$ cat config.mk
export PLATFORM = sky130hd
export DESIGN_NAME = multicycle_control_unit
export DESIGN_NICKNAME = d
export VERILOG_FILES = /design/src/rtl/control_pkg.sv /design/src/rtl/alu_decoder.sv /design/src/rtl/multicycle_control_unit.sv
export SDC_FILE = /design/constraint.sdc
export NUM_CORES = 1
export LEC_CHECK = 0
export CAP_MARGIN = 5
export CORE_AREA = 5 5 48 50
export DETAILED_ROUTE_END_ITERATION = 16
export DIE_AREA = 0 0 53 55
export DONT_BUFFER_PORTS = 1
export HOLD_SLACK_MARGIN = 0.1
export MAX_ROUTING_LAYER = met4
export PLACE_DENSITY = 0.57
export SLEW_MARGIN = 20
export SYNTH_ARGS = -nofsm -noshare
export SYNTH_HDL_FRONTEND = slang
export SYNTH_SLANG_ARGS = --single-unit
$ cat constraint.sdc
create_clock -name CLK -period 1.8 [get_ports CLK]
set_clock_uncertainty 0.2 [all_clocks]
set_input_delay 0.18 -clock CLK [delete_from_list [all_inputs] [get_ports CLK]]
set_output_delay 0.18 -clock CLK [all_outputs]
set_load 0.005 [all_outputs]
$ cat src/rtl/control_pkg.sv
// rtl/control_pkg.sv - states, opcodes, ALU codes and mux-select codes for the multicycle controller
package control_pkg;

  typedef enum logic [3:0] {
    S_FETCH    = 4'd0,
    S_DECODE   = 4'd1,
    S_MEMADR   = 4'd2,
    S_MEMREAD  = 4'd3,
    S_MEMWB    = 4'd4,
    S_MEMWRITE = 4'd5,
    S_EXECR    = 4'd6,
    S_EXECI    = 4'd7,
    S_ALUWB    = 4'd8,
    S_BRANCH   = 4'd9,
    S_JALR     = 4'd10,
    S_JAL      = 4'd11,
    S_LUI      = 4'd12,
    S_HALT     = 4'd13
  } state_e;

  localparam logic [6:0] OP_LOAD   = 7'b0000011;
  localparam logic [6:0] OP_STORE  = 7'b0100011;
  localparam logic [6:0] OP_RTYPE  = 7'b0110011;
  localparam logic [6:0] OP_ITYPE  = 7'b0010011;
  localparam logic [6:0] OP_BRANCH = 7'b1100011;
  localparam logic [6:0] OP_JAL    = 7'b1101111;
  localparam logic [6:0] OP_JALR   = 7'b1100111;
  localparam logic [6:0] OP_LUI    = 7'b0110111;

  localparam logic [3:0] ALU_ADD  = 4'b0000;
  localparam logic [3:0] ALU_SUB  = 4'b0001;
  localparam logic [3:0] ALU_AND  = 4'b0010;
  localparam logic [3:0] ALU_OR   = 4'b0011;
  localparam logic [3:0] ALU_XOR  = 4'b0100;
  localparam logic [3:0] ALU_SLL  = 4'b0101;
  localparam logic [3:0] ALU_SRL  = 4'b0110;
  localparam logic [3:0] ALU_SRA  = 4'b0111;
  localparam logic [3:0] ALU_SLT  = 4'b1000;
  localparam logic [3:0] ALU_SLTU = 4'b1001;

  localparam logic [1:0] SRCA_PC    = 2'b00;
  localparam logic [1:0] SRCA_OLDPC = 2'b01;
  localparam logic [1:0] SRCA_A     = 2'b10;

  localparam logic [1:0] SRCB_WD    = 2'b00;
  localparam logic [1:0] SRCB_IMM   = 2'b01;
  localparam logic [1:0] SRCB_FOUR  = 2'b10;

  localparam logic [1:0] RES_ALUOUT    = 2'b00;
  localparam logic [1:0] RES_DATA      = 2'b01;
  localparam logic [1:0] RES_ALURESULT = 2'b10;
  localparam logic [1:0] RES_IMM       = 2'b11;

  localparam logic       ADR_PC     = 1'b0;
  localparam logic       ADR_RESULT = 1'b1;

  localparam logic [1:0] IMM_I = 2'b00;
  localparam logic [1:0] IMM_S = 2'b01;
  localparam logic [1:0] IMM_B = 2'b10;
  localparam logic [1:0] IMM_J = 2'b11;

  localparam logic [2:0] SIZE_WORD = 3'b010;

  // Flags come from SUB(A, B): cout=1 means no borrow, i.e. A >= B unsigned.
  function automatic logic branch_taken(input logic [2:0] f3, input logic zero,
                                        input logic c, input logic ovf, input logic sgn);
    case (f3)
      3'b000:  return zero;
      3'b001:  return !zero;
      3'b100:  return sgn ^ ovf;
      3'b101:  return !(sgn ^ ovf);
      3'b110:  return !c;
      3'b111:  return c;
      default: return 1'b0;
    endcase
  endfunction

endpackage

$ cat src/rtl/alu_decoder.sv
// rtl/alu_decoder.sv - maps funct3/funct7 to an ALUControl code for R- and I-type operations
module alu_decoder
  import control_pkg::*;
(
  input  logic [2:0] i_funct3,
  input  logic       i_funct7,
  input  logic       i_is_rtype,
  output logic [3:0] o_alu_control
);

  always_comb begin
    o_alu_control = ALU_ADD;
    case (i_funct3)
      // funct7 on immediate adds is just an immediate bit, so only R-type subtracts
      3'b000:  o_alu_control = (i_is_rtype && i_funct7) ? ALU_SUB : ALU_ADD;
      3'b001:  o_alu_control = ALU_SLL;
      3'b010:  o_alu_control = ALU_SLT;
      3'b011:  o_alu_control = ALU_SLTU;
      3'b100:  o_alu_control = ALU_XOR;
      3'b101:  o_alu_control = i_funct7 ? ALU_SRA : ALU_SRL;
      3'b110:  o_alu_control = ALU_OR;
      default: o_alu_control = ALU_AND;
    endcase
  end

endmodule

$ cat src/rtl/multicycle_control_unit.sv
// rtl/multicycle_control_unit.sv - multicycle RV32 control FSM; CTRL_FULL_BRANCH_EN enables all six branches
// Without CTRL_FULL_BRANCH_EN only BEQ/BNE decode; other branch funct3 values halt.
module multicycle_control_unit
  import control_pkg::*;
(
  input  logic       CLK,
  input  logic       RESET,
  input  logic [6:0] OP,
  input  logic [2:0] funct3,
  input  logic       funct7,
  input  logic       Zero,
  input  logic       cout,
  input  logic       overflow,
  input  logic       sign,
  output logic [1:0] ALUSrcA,
  output logic [1:0] ALUSrcB,
  output logic [1:0] ImmSrc,
  output logic [1:0] ResultSrc,
  output logic [3:0] ALUControl,
  output logic       AdrSrc,
  output logic       PCWrite,
  output logic       MemWrite,
  output logic       RegWrite,
  output logic       IRWrite,
  output logic [2:0] size,
  output logic [3:0] state,
  output logic       halted
);

  state_e     r_state;
  logic [3:0] w_dec_ctrl;
  logic       w_use_dec;
  logic       w_sub;
  logic       w_pc_write;
  logic       w_mem_write;
  logic       w_reg_write;
  logic       w_ir_write;

  alu_decoder u_alu_decoder (
    .i_funct3      (funct3),
    .i_funct7      (funct7),
    .i_is_rtype    (r_state == S_EXECR),
    .o_alu_control (w_dec_ctrl)
  );

  always_ff @(posedge CLK) begin
    if (!RESET) begin
      r_state <= S_FETCH;
    end else begin
      case (r_state)
        S_FETCH:  r_state <= S_DECODE;
        S_DECODE: begin
          case (OP)
            OP_LOAD, OP_STORE: r_state <= S_MEMADR;
            OP_RTYPE:          r_state <= S_EXECR;
            OP_ITYPE:          r_state <= S_EXECI;
`ifdef CTRL_FULL_BRANCH_EN
            OP_BRANCH:         r_state <= S_BRANCH;
`else
            OP_BRANCH:         r_state <= (funct3[2:1] == 2'b00) ? S_BRANCH : S_HALT;
`endif
            OP_JAL:            r_state <= S_JAL;
            OP_JALR:           r_state <= S_JALR;
            OP_LUI:            r_state <= S_LUI;
            default:           r_state <= S_HALT;
          endcase
        end
        S_MEMADR:   r_state <= (OP == OP_STORE) ? S_MEMWRITE : S_MEMREAD;
        S_MEMREAD:  r_state <= S_MEMWB;
        S_MEMWB:    r_state <= S_FETCH;
        S_MEMWRITE: r_state <= S_FETCH;
        S_EXECR:    r_state <= S_ALUWB;
        S_EXECI:    r_state <= S_ALUWB;
        S_ALUWB:    r_state <= S_FETCH;
        S_BRANCH:   r_state <= S_FETCH;
        // JALR computes the target into ALUOut, then reuses JAL to link and jump
        S_JALR:     r_state <= S_JAL;
        S_JAL:      r_state <= S_ALUWB;
        S_LUI:      r_state <= S_FETCH;
        default:    r_state <= S_HALT;
      endcase
    end
  end

  always_comb begin
    ALUSrcA     = SRCA_PC;
    ALUSrcB     = SRCB_WD;
    ImmSrc      = IMM_I;
    ResultSrc   = RES_ALUOUT;
    AdrSrc      = ADR_PC;
    size        = SIZE_WORD;
    w_use_dec   = 1'b0;
    w_sub       = 1'b0;
    w_pc_write  = 1'b0;
    w_mem_write = 1'b0;
    w_reg_write = 1'b0;
    w_ir_write  = 1'b0;
    case (r_state)
      S_FETCH: begin
        ALUSrcB    = SRCB_FOUR;
        ResultSrc  = RES_ALURESULT;
        w_ir_write = 1'b1;
        w_pc_write = 1'b1;
      end
      S_DECODE: begin
        ALUSrcA = SRCA_OLDPC;
        ALUSrcB = SRCB_IMM;
        ImmSrc  = (OP == OP_JAL) ? IMM_J : IMM_B;
      end
      S_MEMADR: begin
        ALUSrcA = SRCA_A;
        ALUSrcB = SRCB_IMM;
        ImmSrc  = (OP == OP_STORE) ? IMM_S : IMM_I;
      end
      S_MEMREAD: begin
        AdrSrc = ADR_RESULT;
        size   = funct3;
      end
      S_MEMWB: begin
        ResultSrc   = RES_DATA;
        w_reg_write = 1'b1;
      end
      S_MEMWRITE: begin
        AdrSrc      = ADR_RESULT;
        size        = funct3;
        w_mem_write = 1'b1;
      end
      S_EXECR: begin
        ALUSrcA   = SRCA_A;
        w_use_dec = 1'b1;
      end
      S_EXECI: begin
        ALUSrcA   = SRCA_A;
        ALUSrcB   = SRCB_IMM;
        w_use_dec = 1'b1;
      end
      S_ALUWB:  w_reg_write = 1'b1;
      S_BRANCH: begin
        ALUSrcA    = SRCA_A;
        w_sub      = 1'b1;
        w_pc_write = branch_taken(funct3, Zero, cout, overflow, sign);
      end
      S_JALR: begin
        ALUSrcA = SRCA_A;
        ALUSrcB = SRCB_IMM;
      end
      S_JAL: begin
        ALUSrcA    = SRCA_OLDPC;
        ALUSrcB    = SRCB_FOUR;
        w_pc_write = 1'b1;
      end
      S_LUI: begin
        ResultSrc   = RES_IMM;
        w_reg_write = 1'b1;
      end
      default: ;
    endcase
  end

  assign ALUControl = w_use_dec ? w_dec_ctrl : (w_sub ? ALU_SUB : ALU_ADD);

  // Reset must silence every enable immediately, not one cycle later
  assign PCWrite  = RESET & w_pc_write;
  assign MemWrite = RESET & w_mem_write;
  assign RegWrite = RESET & w_reg_write;
  assign IRWrite  = RESET & w_ir_write;
  assign halted   = RESET & (r_state == S_HALT);
  assign state    = r_state;

endmodule

==> run_1/final_placement.png <==
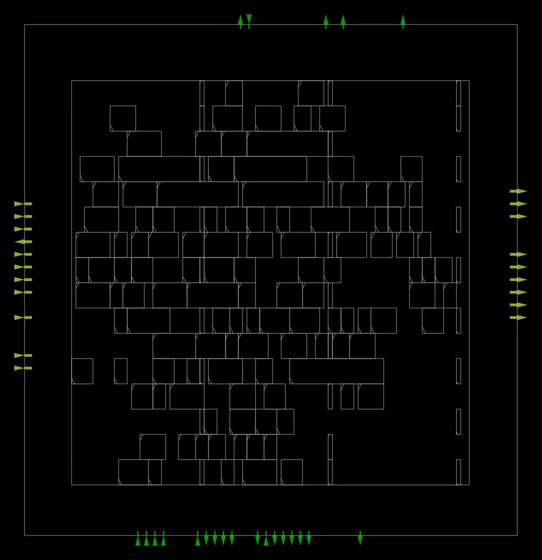
Final Non-Filler Cells: 147
sequential cell area share: 10.2%
Seq cells: 4
# rows: 16

==> run_1/density.png <==
Bar = 20 um. 11 x 11 tiles, from white (low) to dark blue (high), 0 to 100% covered.
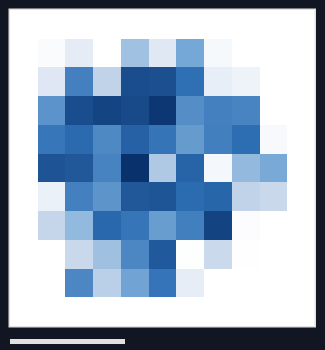
fullest tile	99%
densest ninth of the die	middle
nearly empty tiles	46%
emptiest ninth of the die	bottom right
mean over tiles	30%
tiles over 75% full	17%

==> run_1/gate_families.png <==
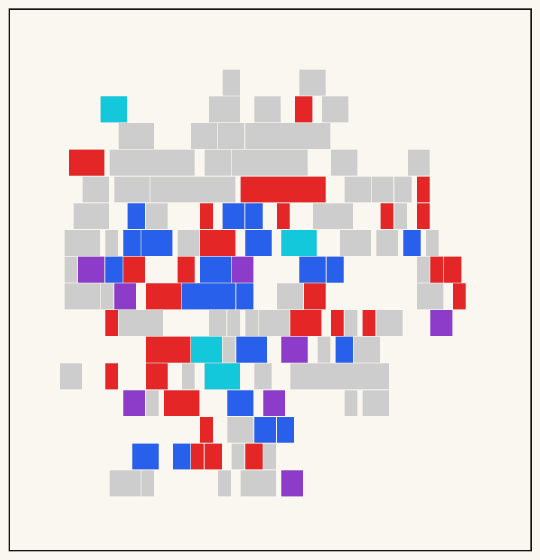
family	colour	cells
NOR gates	red	28
AND and OR gates	purple	8
inverting AOI/OAI gates	blue	20
AND-OR and OR-AND gates	cyan	4

## run 1: cell type report
type	instances	share of cell area (%)
Clock buffer	3	2.47
Multi-Input combinational cell	90	64.0
Sequential cell	4	10.2
Tap cell	27	3.71
Timing Repair Buffer	19	18.0
Inverter	4	1.65
## run 1: worst max path at each step
stage                     cells after the start  startpoint   endpoint  slack (ns)
after floorplan                               5    state[2]    PCWrite        0.22
after global placement                        4    state[0]  ImmSrc[0]        0.12
after detailed placement                      4    state[0]  ImmSrc[0]        0.10
after CTS                                     4    state[1]    PCWrite       -0.02
after global routing                          4    state[2]    PCWrite       -0.01
final                                         4    state[2]    PCWrite        0.05
## run 1: critical path, cell delays in order, from the launching register on
cell	delay (ns)
dfxtp_4	0.37
nand4bb_4	0.27
nor3_2	0.19
and3_1	0.18
a221o_1	0.14
==> flow_summary.json, run 1 <==
{
  "top_usage_layer": "met2",
  "adder_share_pct": 0,
  "grt_pass1_vias": 780,
  "cts_resized": 5,
  "status": "finished, final reports clean",
  "clkPwrFrac_pct": 11.8,
  "synth.logic.top_family": "simple AND/OR/NAND/NOR gates",
  "vias": 820,
  "r2r-end": "state[0]",
  "comb-power_uw": 627,
  "hold_path.class": "in -> reg",
  "dr.pass1.iters": 4,
  "vias_per_cell": 5.58,
  "internal_power_uw": 512,
  "grt_overflow": 0,
  "p_leak_nw": 0.388,
  "synthFlopType": "dfxtp_1",
  "p_sw_uw": 433,
  "n_antenna_cell": 0,
  "stdcell_area_um2": 911,
  "setup_tns_ns": 0,
  "setup_viol": 0,
  "grt_pass1_wl_mm": 3.53,
  "yosys_warnings": 0,
  "synth-seq-area-share_pct": 11.9,
  "layout_top_cell": "nand2_1",
  "ant_nets": 0,
  "root_buffer": "clkbuf_4",
  "cp_max_fo": 8,
  "yosysUniqueCellTypes": 35,
  "hold_depth": 3,
  "regArea_um2": 92.6,
  "share_seq_of_total_power_pct": 21.9,
  "place_inst": 138,
  "whs_ns": 0.137,
  "rsz0062_at_grt": "yes",
  "ys_ff": 4,
  "relSlewSlack_pct": 71.8,
  "clkTransAtPathRegs_ns": 0.04,
  "power_uw": 945,
  "clk-power_uw": 111,
  "met3_length_um": 243,
  "largest_reg_flops": 4,
  "dr_wl_met2_mm": 1.13,
  "min_from": "OP[3]",
  "async_flop_share_pct": 0,
  "worst-endpoint-arrival_ns": 1.37,
  "ios": 42,
  "port_buffers": 0,
  "num-fill-cells": 206,
  "maxPowerGroup": "combinational logic",
  "coreArea_mm2": 0.00186,
  "grt_max_degree": 12,
  "routedWlPerCell_um": 15.4,
  "drc_errors": 0,
  "r2r_cells": 5,
  "postLayoutCoreUtil_pct": 48.9,
  "place_area_um2": 764,
  "drt_iter0_markers": 17,
  "lay_top_cells": "14 x nand2_1, 13 x nor2_1, 12 x buf_4",
  "nNetsFinal": 139,
  "fin_ws_ns": 0.0464,
  "reg2reg_from": "state[2]",
  "yosysCellCount": 105,
  "routed_wirelength_mm": 2.27,
  "hold-path-endpoint": "state[0]",
  "regToRegSetupSlack_ns": 0.29,
  "cts_tree": "yes",
  "worst_pin_slew_ns": 0.417,
  "layout_min_cycle_time_ns": 1.75,
  "routedLengthMet1_um": 891,
  "p_seq_uw": 207,
  "chip_area_mm2": 0.00292,
  "syn_area_um2": 673,
  "dp_hpwl_mm": 1.67,
  "top_layer_used": "met3",
  "area_leaders": "dfxtp_1 12%, nand2_1 7.8%, nor2_1 7.2%",
  "dp_slack_ns": 0.104,
  "grtUsageTotal_pct": 16.6,
  "met3_usage_pct": 5.36,
  "finalCritPeriodShare_pct": 97.4,
  "clock_latency_ns": 0.24
}
--- run 2 (diff from run 1) ---
--- a/config.mk
+++ b/config.mk
@@ -7,6 +7,7 @@
 export LEC_CHECK = 0
 export CAP_MARGIN = 5
 export CORE_AREA = 5 5 48 50
+export CTS_CLUSTER_SIZE = 40
 export DETAILED_ROUTE_END_ITERATION = 16
 export DIE_AREA = 0 0 53 55
 export DONT_BUFFER_PORTS = 1
==> run_2/port_nets.png <==
Bar = 20 um.
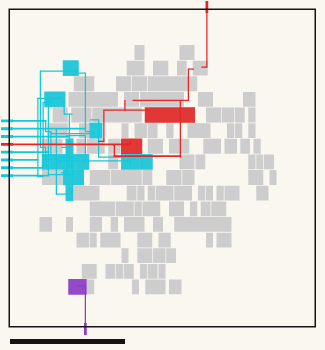
port	colour	bits	direction	end cells	buffers	wire
OP	cyan	7	input	13	4	233 um
ImmSrc	red	2	output	2	2	86.9 um
sign	purple	1	input	1	0	8.00 um

==> flow_summary.json, run 2 <==
{
  "hold-path-endpoint": "state[0]",
  "n_antenna_cell": 0,
  "root_buffer": "clkbuf_4",
  "chip_area_mm2": 0.00292,
  "relSlewSlack_pct": 71.8,
  "yosysCellCount": 105,
  "top_layer_used": "met3",
  "ys_ff": 4,
  "finalCritPeriodShare_pct": 97.4,
  "clkTransAtPathRegs_ns": 0.04,
  "critPathMaxStageDelay_ns": 0.37,
  "regToRegSetupSlack_ns": 0.29,
  "r2r_cells": 5,
  "met3_length_um": 243,
  "crit_path_cell_trace": "nand4bb_4 -> nor3_2 -> and3_1 -> a221o_1",
  "drt_iter0_markers": 17,
  "largest_reg_flops": 4,
  "stdcell_area_um2": 911,
  "ant_nets": 0,
  "port_buffers": 0,
  "fin_ws_ns": 0.0464,
  "yosysUniqueCellTypes": 35,
  "place_area_um2": 764,
  "layoutNonFillerInstCount": 147,
  "drc_errors": 0,
  "vias": 820,
  "synth.logic.top_family": "simple AND/OR/NAND/NOR gates",
  "crit_path_end": "PCWrite",
  "layout_min_cycle_time_ns": 1.75,
  "setup_tns_ns": 0,
  "adder_share_pct": 0,
  "worstSetupStartpoint": "state[2]",
  "dr.pass1.iters": 4,
  "syn_area_um2": 673,
  "power_uw": 945,
  "cp_max_fo": 8,
  "r2r-end": "state[0]",
  "cts_tree": "yes",
  "yosys_warnings": 0,
  "rows": 16,
  "clock_latency_ns": 0.24,
  "worst-endpoint-arrival_ns": 1.37,
  "hold_depth": 3,
  "synthFlopType": "dfxtp_1",
  "grt_max_degree": 12,
  "area_leaders": "dfxtp_1 12%, nand2_1 7.8%, nor2_1 7.2%",
  "place_inst": 138,
  "postLayoutCoreUtil_pct": 48.9,
  "synth-seq-area-share_pct": 11.9,
  "coreArea_mm2": 0.00186,
  "status": "finished, final reports clean",
  "ios": 42,
  "dp_hpwl_mm": 1.67,
  "rsz0062_at_grt": "yes",
  "worst_path_max_delay_cell": "dfxtp_4",
  "worst_pin_slew_ns": 0.417
}
==> run_2/density.png <==
Bar = 20 um. 11 x 11 tiles, from white (low) to dark blue (high), 0 to 100% covered.
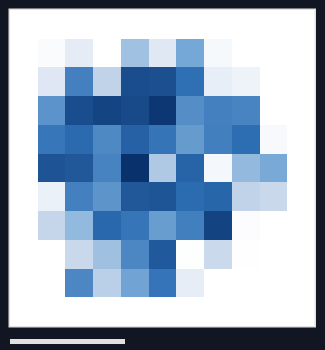
tiles over 75% full	17%
fullest tile	99%
densest ninth of the die	middle
emptiest ninth of the die	bottom right

==> run 2: layout make-up <==
type / count / area [um2]
flip-flops and latches: 4 / 92.6
multi-input cells: 90 / 583
fillers: 206 / 951
repair buffers: 19 / 164
clock buffers: 3 / 22.5
well taps: 27 / 33.8
inverters: 4 / 15.0
==> run 2: per-layer routing <==
layer / vias up / track usage (%)
li1: 403 / -
met1: 381 / 19.9
met2: 36 / 28.3
met3: 0 / 5.36
met4: 0 / 1.28
met5: - / -
==> run 2: worst max-delay path: cells and delay by family (launching register included) <==
family	cells	cell delay [ns]
AOI/OAI and AO/OA	1	0.14
and+or+nand+nor	3	0.64
DFF	1	0.37
==> run 2: power breakdown <==
part,internal [mW],switching [mW]
registers,0.128,0.0791
logic,0.310,0.317
clock network,0.0745,0.0367
total,0.512,0.433
==> run_2/final_placement.png <==
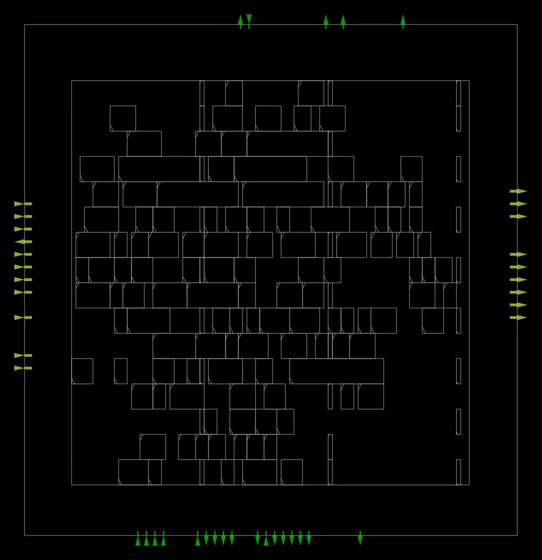

--- run 3 (diff from run 2) ---
--- a/config.mk
+++ b/config.mk
@@ -6,14 +6,15 @@
 export NUM_CORES = 1
 export LEC_CHECK = 0
 export CAP_MARGIN = 5
-export CORE_AREA = 5 5 48 50
+export CORE_AREA = 5 5 56 58
+export CTS_BUF_LIST = sky130_fd_sc_hd__clkbuf_4
 export CTS_CLUSTER_SIZE = 40
 export DETAILED_ROUTE_END_ITERATION = 16
-export DIE_AREA = 0 0 53 55
+export DIE_AREA = 0 0 61 63
 export DONT_BUFFER_PORTS = 1
 export HOLD_SLACK_MARGIN = 0.1
 export MAX_ROUTING_LAYER = met4
-export PLACE_DENSITY = 0.57
+export PLACE_DENSITY = 0.46
 export SLEW_MARGIN = 20
 export SYNTH_ARGS = -nofsm -noshare
 export SYNTH_HDL_FRONTEND = slang
==> run_3/final_placement.png <==
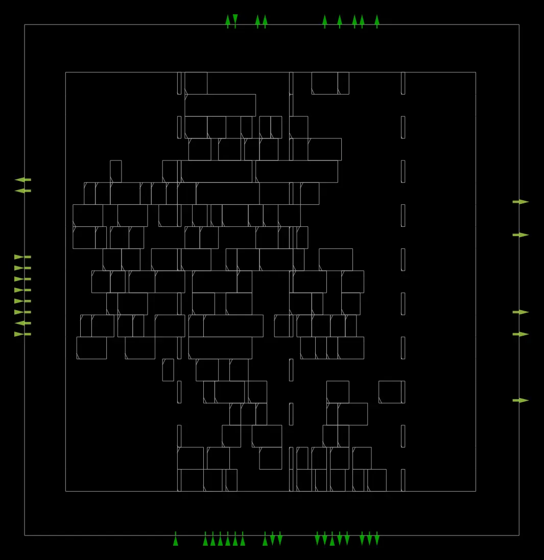
sequential cell area share: 9.62%
Final Non-Filler Cells: 151

==> flow_summary.json, run 3 <==
{
  "status": "finished, final reports clean",
  "cts_tree": "yes",
  "p_leak_nw": 0.384,
  "finalCritPeriodShare_pct": 97.3,
  "logic_gates": 90,
  "dr.pass1.iters": 4,
  "vias": 821,
  "area_leaders": "dfxtp_1 12%, nand2_1 7.8%, nor2_1 7.2%",
  "crit_path_cell_trace": "buf_6 -> nor2_1 -> nand2_1 -> a21oi_1 -> a221o_1",
  "synthFlopType": "dfxtp_1",
  "nonClkBufAreaFrac_pct": 19.1,
  "area_growth_pct": 33.3,
  "critPathKind": "reg -> out",
  "layout_min_cycle_time_ns": 1.75,
  "worst_path_max_delay_cell": "dfxtp_1",
  "regToRegSetupSlack_ns": 0.21,
  "crit_path_end": "PCWrite",
  "r2r_cells": 6,
  "num-fill-cells": 296,
  "rows": 19,
  "signal_buffers": 19,
  "antenna_found_initial": 0,
  "syn_area_um2": 673,
  "critPathMaxStageDelay_ns": 0.37,
  "adder_share_pct": 0,
  "ff_count": 4,
  "yosysCellCount": 105,
  "cp_max_fo": 8,
  "port_buffers": 0,
  "whs_ns": 0.115,
  "synth-seq-area-share_pct": 11.9,
  "grt_max_degree": 14,
  "ys_chip_area_um2": 673,
  "hold_buffers": 7,
  "taps": 31,
  "cp_top_family": "AND-OR/OR-AND gates",
  "path_depth": 5,
  "path_buffers": 1,
  "n_antenna_cell": 0,
  "end_kind": "output port",
  "drt_iter0_markers": 15,
  "worst-endpoint-arrival_ns": 1.37,
  "worstSetupStartpoint": "state[1]",
  "coreArea_mm2": 0.00262,
  "min_from": "RESET",
  "start_kind": "flip-flop",
  "drc_errors": 0,
  "ant_nets": 0,
  "regArea_um2": 86.3,
  "comb_area_um2": 563,
  "chip_area_mm2": 0.00384,
  "lay_top_cells": "14 x nand2_1, 13 x nor2_1, 9 x buf_4",
  "yosysUniqueCellTypes": 35,
  "grtUsageTotal_pct": 12.9,
  "ios": 42,
  "worst_pin_slew_ns": 0.390,
  "r2r-end": "state[0]",
  "num-nonclk-inverters": 4,
  "root_buffer": "clkbuf_4",
  "power_uw": 941,
  "routed_wirelength_mm": 2.31,
  "die_width_um": 61,
  "hold-path-endpoint": "state[0]",
  "routedWlPerCell_um": 15.3,
  "setup_tns_ns": 0,
  "clkTransAtPathRegs_ns": 0.03,
  "comb_area_share_pct": 62.8,
  "fin_ws_ns": 0.0495,
  "clock_buffers": 3,
  "ys_ff": 4,
  "postLayoutCoreUtil_pct": 34.3,
  "largest_reg_flops": 4,
  "dp_hpwl_mm": 1.78,
  "clock_latency_ns": 0.23,
  "yosys_warnings": 0,
  "clkCellAreaFrac_pct": 2.51,
  "relSlewSlack_pct": 73.6,
  "crit_required_ns": 1.42,
  "synth.logic.top_family": "simple AND/OR/NAND/NOR gates",
  "ys_sh_xor_pct": 5.20,
  "hold_depth": 3,
  "largest_class": "logic gates"
}
==> run_3/pdn.png <==
Bar = 20 um. Pins as bars on the die edge. Tap cells in grey.
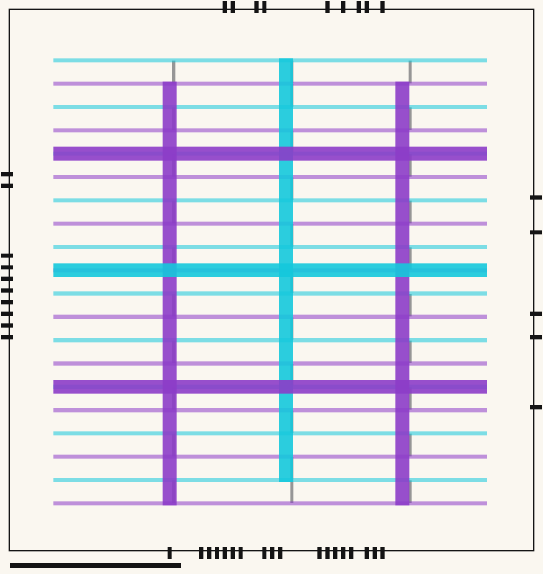
net	colour
VSS	purple
VDD	cyan
rows	19
met4 straps	3
signal pins	42
tap cells	31

-- run 3: cell counts after synthesis --
Identical to the previous run, type by type.
-- run 3: power breakdown --
group,switching [mW],total [mW],internal (mW)
Sequential,0.0649,0.189,0.124
Combinational,0.331,0.643,0.312
Clock,0.0342,0.109,0.0744
Total,0.430,0.941,0.510
-- run 3: routing by layer --
metal  track usage (%)  wire length, um
met5                 -                0
met4              7.86               39
met3              1.86              141
met2              19.3             1180
met1              16.0              950
-- run 3: kinds of logic after synthesis --
kind of cell | Yosys count
and+or+nand+nor | 61
AOI/OAI and AO/OA | 24
buffers and inverters | 11
xor gates and xnor gates | 4
DFF | 4
muxes | 1
-- run 3: stage by stage --
stage                     area, um2  instances
after floorplan                 673        105
after global placement          754        140
after detailed placement        754        140
after CTS                       856        151
after global routing            897        151
final                           897        151
Power is estimated from default activity; no workload was simulated.
